--- src/rtl/rd_req_arbiter.sv ---
// Two-requester front end for a single AXI read master command port.
// Pulse requests are latched per requester, granted round-robin, issued as a
// one-cycle trigger, and the returned data/done are steered to the owner.
module rd_req_arbiter #(
   parameter int unsigned ADDR_WIDTH = 27,
   parameter int unsigned DATA_WIDTH = 16
) (
   input  logic                  clk,
   input  logic                  rstn,
   input  logic                  init_end,
   input  logic                  req0_trig,
   input  logic [7:0]            req0_len,
   input  logic [ADDR_WIDTH-1:0] req0_addr,
   output logic                  req0_busy,
   output logic [DATA_WIDTH-1:0] req0_data,
   output logic                  req0_data_en,
   output logic                  req0_done,
   input  logic                  req1_trig,
   input  logic [7:0]            req1_len,
   input  logic [ADDR_WIDTH-1:0] req1_addr,
   output logic                  req1_busy,
   output logic [DATA_WIDTH-1:0] req1_data,
   output logic                  req1_data_en,
   output logic                  req1_done,
   output logic                  rd_trig,
   output logic [7:0]            rd_len,
   output logic [ADDR_WIDTH-1:0] rd_addr,
   input  logic                  rd_ready,
   input  logic [DATA_WIDTH-1:0] rd_data,
   input  logic                  rd_data_en,
   input  logic                  rd_done
);

   typedef enum logic [1:0] {StIdle, StIssue, StBusy, StZdone} state_e;

   state_e                state_q;
   logic                  owner_q;
   logic                  ptr_q;
   logic                  pend0_q;
   logic                  pend1_q;
   logic [ADDR_WIDTH-1:0] slot0_addr_q;
   logic [ADDR_WIDTH-1:0] slot1_addr_q;
   logic [7:0]            slot0_len_q;
   logic [7:0]            slot1_len_q;
   logic                  rd_trig_q;
   logic [7:0]            rd_len_q;
   logic [ADDR_WIDTH-1:0] rd_addr_q;
   logic                  done0_q;
   logic                  done1_q;

   logic                  active;
   logic                  busy0;
   logic                  busy1;
   logic                  arb_go;
   logic                  winner;
   logic [ADDR_WIDTH-1:0] win_addr;
   logic [7:0]            win_len;

   // Busy flags, arbitration qualifier and winner selection.
   always_comb begin
      active   = (state_q != StIdle);
      busy0    = pend0_q | (active & ~owner_q);
      busy1    = pend1_q | (active & owner_q);
      arb_go   = (state_q == StIdle) & init_end & rd_ready & (pend0_q | pend1_q);
      // Pointer only matters when both are pending; otherwise the lone pender wins.
      winner   = (pend0_q & pend1_q) ? ptr_q : pend1_q;
      win_addr = winner ? slot1_addr_q : slot0_addr_q;
      win_len  = winner ? slot1_len_q : slot0_len_q;
   end

   // Request capture, arbitration FSM and registered command/done outputs.
   always_ff @(posedge clk) begin
      if (!rstn) begin
         state_q      <= StIdle;
         owner_q      <= 1'b0;
         ptr_q        <= 1'b0;
         pend0_q      <= 1'b0;
         pend1_q      <= 1'b0;
         slot0_addr_q <= '0;
         slot1_addr_q <= '0;
         slot0_len_q  <= '0;
         slot1_len_q  <= '0;
         rd_trig_q    <= 1'b0;
         rd_len_q     <= '0;
         rd_addr_q    <= '0;
         done0_q      <= 1'b0;
         done1_q      <= 1'b0;
      end else begin
         rd_trig_q <= 1'b0;
         done0_q   <= 1'b0;
         done1_q   <= 1'b0;

         if (req0_trig && !busy0) begin
            pend0_q      <= 1'b1;
            slot0_addr_q <= req0_addr;
            slot0_len_q  <= req0_len;
         end
         if (req1_trig && !busy1) begin
            pend1_q      <= 1'b1;
            slot1_addr_q <= req1_addr;
            slot1_len_q  <= req1_len;
         end

         unique case (state_q)
            StIdle: begin
               if (arb_go) begin
                  owner_q <= winner;
                  if (winner) pend1_q <= 1'b0;
                  else        pend0_q <= 1'b0;
                  if (win_len == 8'd0) begin
                     // Empty transfer: complete locally, never bother the master.
                     state_q <= StZdone;
                  end else begin
                     state_q   <= StIssue;
                     rd_trig_q <= 1'b1;
                     rd_addr_q <= win_addr;
                     rd_len_q  <= win_len;
                  end
               end
            end
            StIssue: begin
               state_q <= StBusy;
            end
            StBusy: begin
               if (rd_done) begin
                  done0_q <= ~owner_q;
                  done1_q <= owner_q;
                  ptr_q   <= ~owner_q;
                  state_q <= StIdle;
               end
            end
            StZdone: begin
               done0_q <= ~owner_q;
               done1_q <= owner_q;
               ptr_q   <= ~owner_q;
               state_q <= StIdle;
            end
            default: state_q <= StIdle;
         endcase
      end
   end

   // Data is broadcast; only the owner's valid is raised, and only while busy.
   always_comb begin
      req0_busy    = busy0;
      req1_busy    = busy1;
      req0_data    = rd_data;
      req1_data    = rd_data;
      req0_data_en = (state_q == StBusy) & ~owner_q & rd_data_en;
      req1_data_en = (state_q == StBusy) & owner_q & rd_data_en;
      req0_done    = done0_q;
      req1_done    = done1_q;
      rd_trig      = rd_trig_q;
      rd_len       = rd_len_q;
      rd_addr      = rd_addr_q;
   end

endmodule
--- config.mk ---
export PLATFORM = sky130hd
export DESIGN_NAME = rd_req_arbiter
export DESIGN_NICKNAME = d
export VERILOG_FILES = /design/src/rtl/rd_req_arbiter.sv
export SDC_FILE = /design/constraint.sdc
export NUM_CORES = 1
export LEC_CHECK = 0
export CAP_MARGIN = 20
export CORE_MARGIN = 2
export CORE_UTILIZATION = 49
export DETAILED_ROUTE_END_ITERATION = 10
export PLACE_DENSITY = 0.9
export SYNTH_ARGS = -nofsm -noshare
export SYNTH_HDL_FRONTEND = slang
export SYNTH_SLANG_ARGS = --single-unit
--- constraint.sdc ---
create_clock -name clk -period 3.2 [get_ports clk]
set_input_delay 0.8 -clock clk [delete_from_list [all_inputs] [get_ports clk]]
set_output_delay 0.8 -clock clk [all_outputs]
set_load 0.01 [all_outputs]
### Close-up of the layout, run 1

Region (39, 39) to (64, 64) microns. Cells in grey, sequential cells in the stronger grey; small squares are vias.
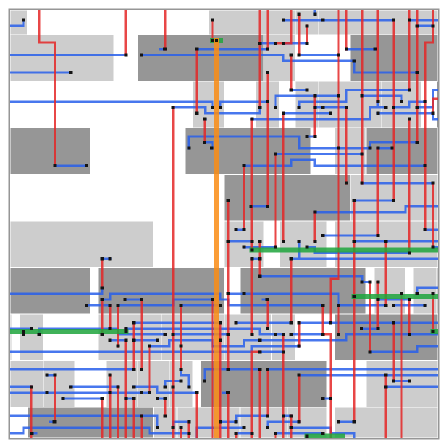
legend:
  metal 3:
    colour: green
  metal 2:
    colour: red
  metal 4:
    colour: orange
  metal 1:
    colour: blue
sequential cells in the window: 12
netlist names of flops here include: slot0_addr_q (4), rd_addr (3), slot0_len_q (2)
most frequent: dfxtp_1 (12), nand2_1 (8), a21oi_1 (6)
cells with their middle in the window: 46

### Routed clock nets over the placement, run 1

Drawn at 6 px/micron.
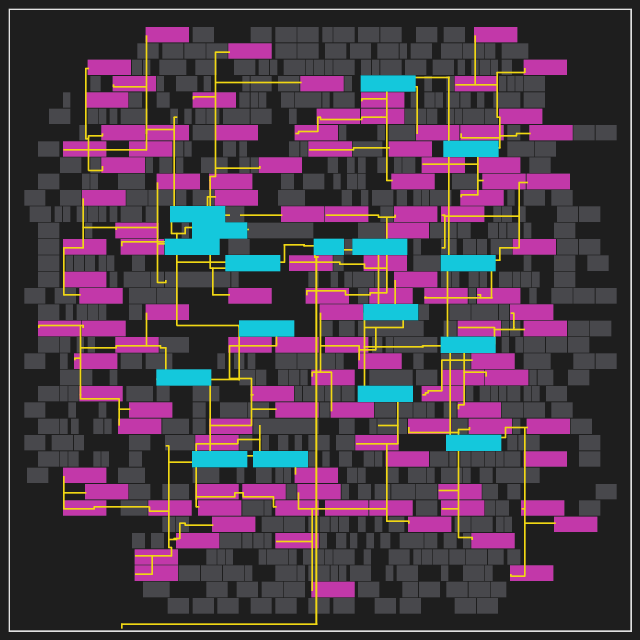
legend:
  clock wires:
    colour: yellow
    length: 1340 microns
  flip-flops:
    colour: magenta
    count: 114
  clock drivers:
    colour: cyan
    count: 17
flops lie: all over the die
routed clock nets: 18
clock network power: 1.99 mW
Clk network pwr share: 46.8%
Late-Pin Clk Latency: 0.50 ns
Worst Skew: 0.00870 ns

### Cell classes on the final placement, run 1

Drawn at 4 px/micron. Fill, decap, tap and diode cells in grey.
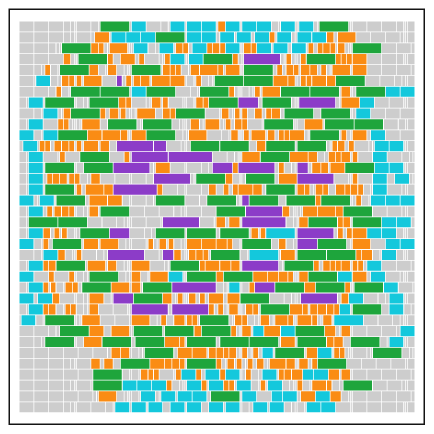
legend:
  clock drivers and dummy loads:
    colour: purple
    cells: 31
    share_of_their_area: 10%
  flops:
    colour: green
    cells: 114
    share_of_their_area: 36%
  combinational and other logic:
    colour: orange
    cells: 354
    share_of_their_area: 33%
  other buffers and delay cells:
    colour: cyan
    cells: 128
    share_of_their_area: 20%

### The clock network, run 1

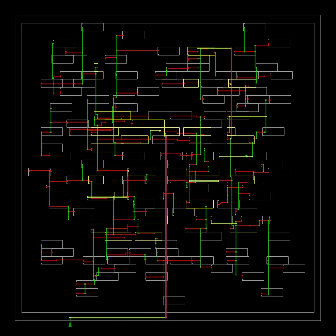
Clock Sinks: 114
registers: 114
clock buf count: 23

[run 1: registers in the layout (all words and copies together), names as in the netlist, 2 cells and up]
signal	count
rd_len	8
slot0_addr_q	27
state_q	2
slot1_len_q	8
slot1_addr_q	27
slot0_len_q	8
rd_addr	27
[run 1: synthesized netlist by cell type (all sizes together), types with 2 or more instances]
master	count	area share, %
buf	38	6.2
a221oi	2	0.36
nor4	2	0.26
o21ai	2	0.21
and3	3	0.49
clkbuf	39	3.0
and2	3	0.39
mux2i	36	7.4
a211oi	36	8.7
dfxtp	114	47
a31oi	35	4.5
inv	3	0.23
nor2	5	0.39
nand2	143	11
a21oi	70	7.2
o21a	2	0.31
or4	2	0.31
[run 1: worst max-delay path, cell delays in order]
cell,delay (ns)
clkdlybuf4s50_1,0.46
nor4bb_1,0.26
clkdlybuf4s50_1,0.58
==> flow_summary.json, run 1 <==
{
  "p_seq_mw": 1.60,
  "slew_violations": 0,
  "via_count": 4275,
  "ys_types": 32,
  "endpoint_kind": "primary output",
  "synth_seq_share_pct": 47.1,
  "hold_start": "slot0_addr_q[23]",
  "critPathCapture": "req0_data_en",
  "drive_gt1_share_pct": 11.5,
  "p_per_area_nw_per_um2": 656,
  "hold_buffers": 0,
  "grt_pass1_vias": 4181,
  "ys_sh_simple_pct": 13.7,
  "clk_pin_slew_ns": 0.05,
  "power.group.top": "the clock network",
  "met1_length_microns": 5360,
  "stdcell_area_sq_um": 6500,
  "p_int_mw": 3.20,
  "status": "completed",
  "cts_tree": "built",
  "core_area_sq_um": 9680,
  "startpoint_type": "input pin",
  "wl_met3_microns": 968,
  "top_layer": "met4",
  "aoi_share_pct": 22.3,
  "flop_area_sq_um": 2280,
  "min_path_cells": 2,
  "portBuffers": 119,
  "top_usage_layer": "met2",
  "grt_max_degree": 110,
  "setup-violations-final": 0,
  "initial_core_util_pct": 50.0,
  "utilization_pct": 67.1,
  "place_hpwl_microns": 8010,
  "p_comb_share_pct": 15.8,
  "grt_first_pass_wirelength_microns": 20200,
  "fin_cells": 760,
  "synth_area_sq_um": 4840,
  "mux_area_share_pct": 7.44,
  "p_sw_mw": 1.07,
  "drt_iter0_drc": 163,
  "setup_ws_ns": 0.303,
  "place_ws_ns": 0.298,
  "crit_type": "in2out",
  "lay_top_cells": "nand2_1, clkdlybuf4s50_1, dfxtp_1",
  "rsz0062_at_grt": "no",
  "ys_cells": 545,
  "dieHeight_microns": 103,
  "seq_share_pct": 35.1,
  "hold_viol": 0,
  "post_synth_inst_count": 545,
  "die_width_microns": 103,
  "wirelength_microns": 13200,
  "avgSynthCellArea_sq_um": 8.88,
  "swShare_pct": 25.1,
  "timing.hold.ws_ns": 0.453,
  "routedWlPerCell_microns": 17.4,
  "p_leak_nw": 2.47,
  "startpoint": "rd_data_en",
  "area_dominant_class": "sequential cells"
}
## Run 2: what changed since run 1
Settings changed: ABC_CLOCK_PERIOD_IN_PS from default to 3200.
### Cell classes on the final placement, run 2

Drawn at 4 px/micron. Fill, decap, tap and diode cells in grey.
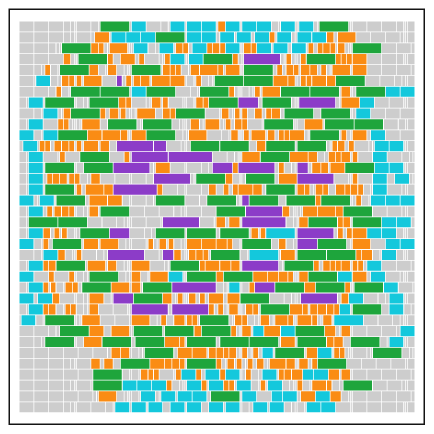
legend:
  clock drivers and dummy loads:
    colour: purple
    cells: 31
    share_of_their_area: 10%
  flops:
    colour: green
    cells: 114
    share_of_their_area: 36%
  other buffers and delay cells:
    colour: cyan
    cells: 128
    share_of_their_area: 20%
  combinational and other logic:
    colour: orange
    cells: 354
    share_of_their_area: 33%
Finished Cell Area: 6500 sq um
core area: 9680 sq um
post-layout util: 67.1%

### Routed clock nets over the placement, run 2

Drawn at 6 px/micron.
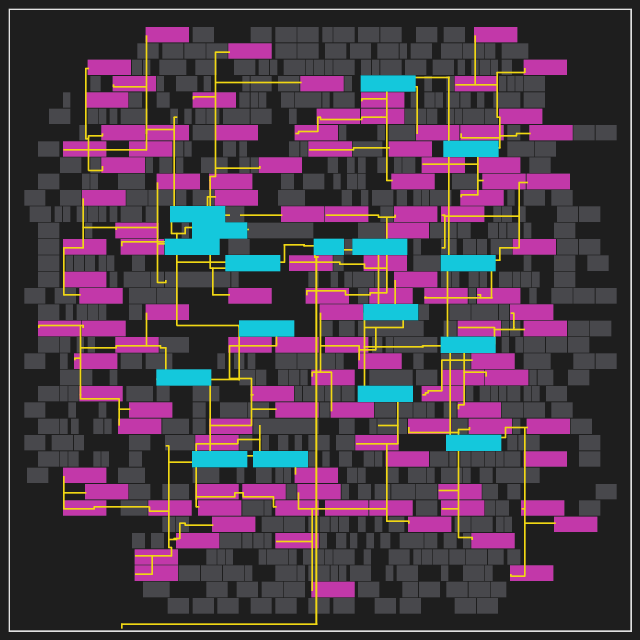

==> flow_summary.json, run 2 <==
{
  "status": "completed",
  "critPathMaxFanout": 2,
  "grt_usage_pct": 24.5,
  "postCtsSetupBuffers": 0,
  "min_path_cells": 2,
  "place_ws_ns": 0.298,
  "routabilityCongestion": 0.859,
  "initial_core_util_pct": 50.0,
  "p_leak_nw": 2.47,
  "drt_iter0_drc": 163,
  "synth_warnings": 0,
  "fmax_ghz": 0.345,
  "hold_viol": 0,
  "fin_skew_ns": 0.00870,
  "dieArea_sq_um": 10700,
  "rsz0062_at_grt": "no",
  "total_power_mw": 4.27,
  "portBuffers": 119,
  "startpoint_type": "input pin",
  "grt_remaining_overflow": 0,
  "grtUsageMet2_pct": 42.1,
  "dieHeight_microns": 103,
  "top_cells_by_area": "dfxtp_1, nand2_1, a211oi_2, mux2i_1, a21oi_1",
  "fin_cells": 760,
  "crit_type": "in2out",
  "ys_chip_area_sq_um": 4840,
  "synth-main-ff-cell": "dfxtp_1",
  "top_usage_layer": "met2",
  "setup_ws_ns": 0.303,
  "io_pins": 168,
  "slew_violations": 0,
  "met1_length_microns": 5360,
  "grtUsageMet1_pct": 29.5,
  "p_per_area_nw_per_um2": 656,
  "drive_gt1_share_pct": 11.5,
  "place_inst": 728,
  "largest_area_cell": "dfxtp_1",
  "nFillCells": 750,
  "maxSlewHeadroom_pct": 57.8,
  "cts_buffers": 17,
  "tool_warnings": 28,
  "numSynthFlops": 114,
  "cap_violations": 0,
  "endpoint_kind": "primary output",
  "lay_top_cells": "nand2_1, clkdlybuf4s50_1, dfxtp_1",
  "cts_num_sinks": 114,
  "nets": 709,
  "async_flop_share_pct": 0,
  "drc": 0,
  "rows": 36,
  "cts.path.max_buffers": 2,
  "cts_root_buf": "clkbuf_8",
  "synth_area_sq_um": 4840,
  "hold_class": "reg2reg",
  "tightestPinTransition_ns": 0.633,
  "min_period_over_period_pct": 90.5,
  "r2r-end": "rd_len[7]",
  "grt_pass1_vias": 4181,
  "postRouteAntennaNets": 0,
  "worst_ep_arrival_time_ns": 2.10,
  "avgSynthCellArea_sq_um": 8.88,
  "dpl_cell_area_sq_um": 5840,
  "synth-edff-count": 0,
  "place_hpwl_microns": 8010,
  "hold_start": "slot0_addr_q[23]",
  "ys_cells": 545,
  "finalSetupTns_ns": 0,
  "synth_seq_share_pct": 47.1,
  "htreeDepth": 4,
  "required_ns": 2.40,
  "worstHoldEndpoint": "slot0_addr_q[23]",
  "common_cells": "nand2_1, dfxtp_1, a21oi_1, clkbuf_1, mux2i_1",
  "routed-wl-met2_microns": 6630,
  "lay_top_count": "nand2_1",
  "routedWlPerCell_microns": 17.4,
  "ys_types": 32,
  "syn_to_final_growth_pct": 34.2,
  "critPathCapture": "req0_data_en",
  "drt_pre_antenna_iters": 5,
  "timing.final.crit_period_ns": 2.90,
  "synth-xor-area-share_pct": 0,
  "top_layer": "met4",
  "r2r_cells": 5,
  "cts-resized-gates": 0,
  "ir_drop_uv": 470,
  "mux_area_share_pct": 7.44,
  "clk_pin_slew_ns": 0.05,
  "setup-violations-final": 0,
  "clk-insertion-delay-late_ns": 0.50,
  "antenna_found_initial": 0,
  "grt_first_pass_wirelength_microns": 20200,
  "die_width_microns": 103,
  "antennaDiodeCount": 0,
  "cts_tree": "built",
  "ys_sh_simple_pct": 13.7,
  "via_per_inst": 5.63,
  "synth_top_cell_by_count": "nand2_1",
  "wirelength_microns": 13200,
  "r2r_slack_ns": 0.91,
  "hold_buffers": 0,
  "fa_ha_area_share_pct": 0,
  "aoi_share_pct": 22.3,
  "grt_max_degree": 110,
  "use_met3_pct": 5.38,
  "wl_met3_microns": 968,
  "timing.hold.ws_ns": 0.453,
  "yosysTopAreaCellShare_pct": 47.1,
  "logic_family": "AND-OR/OR-AND gates",
  "via_count": 4275,
  "startpoint": "rd_data_en",
  "fp_nets": 639,
  "worstReg2RegStart": "slot0_len_q[3]",
  "post_synth_inst_count": 545
}
### Placement density heat map, run 2

Drawn at 3 px/micron. 10 x 10 tiles, from black (low) to pale yellow (high), 0 to 100% covered.
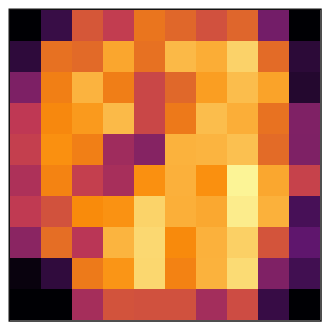
fullest tile: 98%
tiles over 75% full: 35%
mean over tiles: 59%
nearly empty tiles: 5.0%
emptiest ninth of the die: bottom left

[run 2: cell counts in the layout (fill, tap and decap cells not counted)]
No cell type changed its count.
[run 2: area by class of cell]
cell class	instances	area, sq um	area share, %
flip-flops and latches	114	2280	35.1
clock buffers	23	487	7.49
multi-input cells	351	2100	32.4
clock inverters	8	149	2.29
inverters	3	13.8	0.212
well taps	133	166	2.56
repair buffers	128	1300	19.9
[run 2: worst max-delay path, stage by stage]
cell and delay [ns]:
clkdlybuf4s50_1 0.46, nor4bb_1 0.26, clkdlybuf4s50_1 0.58
[run 2: power by group]
part | internal (mW) | leakage [nW] | switching [mW] | total, mW
clock network | 1.36 | 0.306 | 0.630 | 1.99
logic | 0.305 | 1.23 | 0.369 | 0.674
registers | 1.53 | 0.932 | 0.0698 | 1.60
Power is estimated from default activity; no workload was simulated.
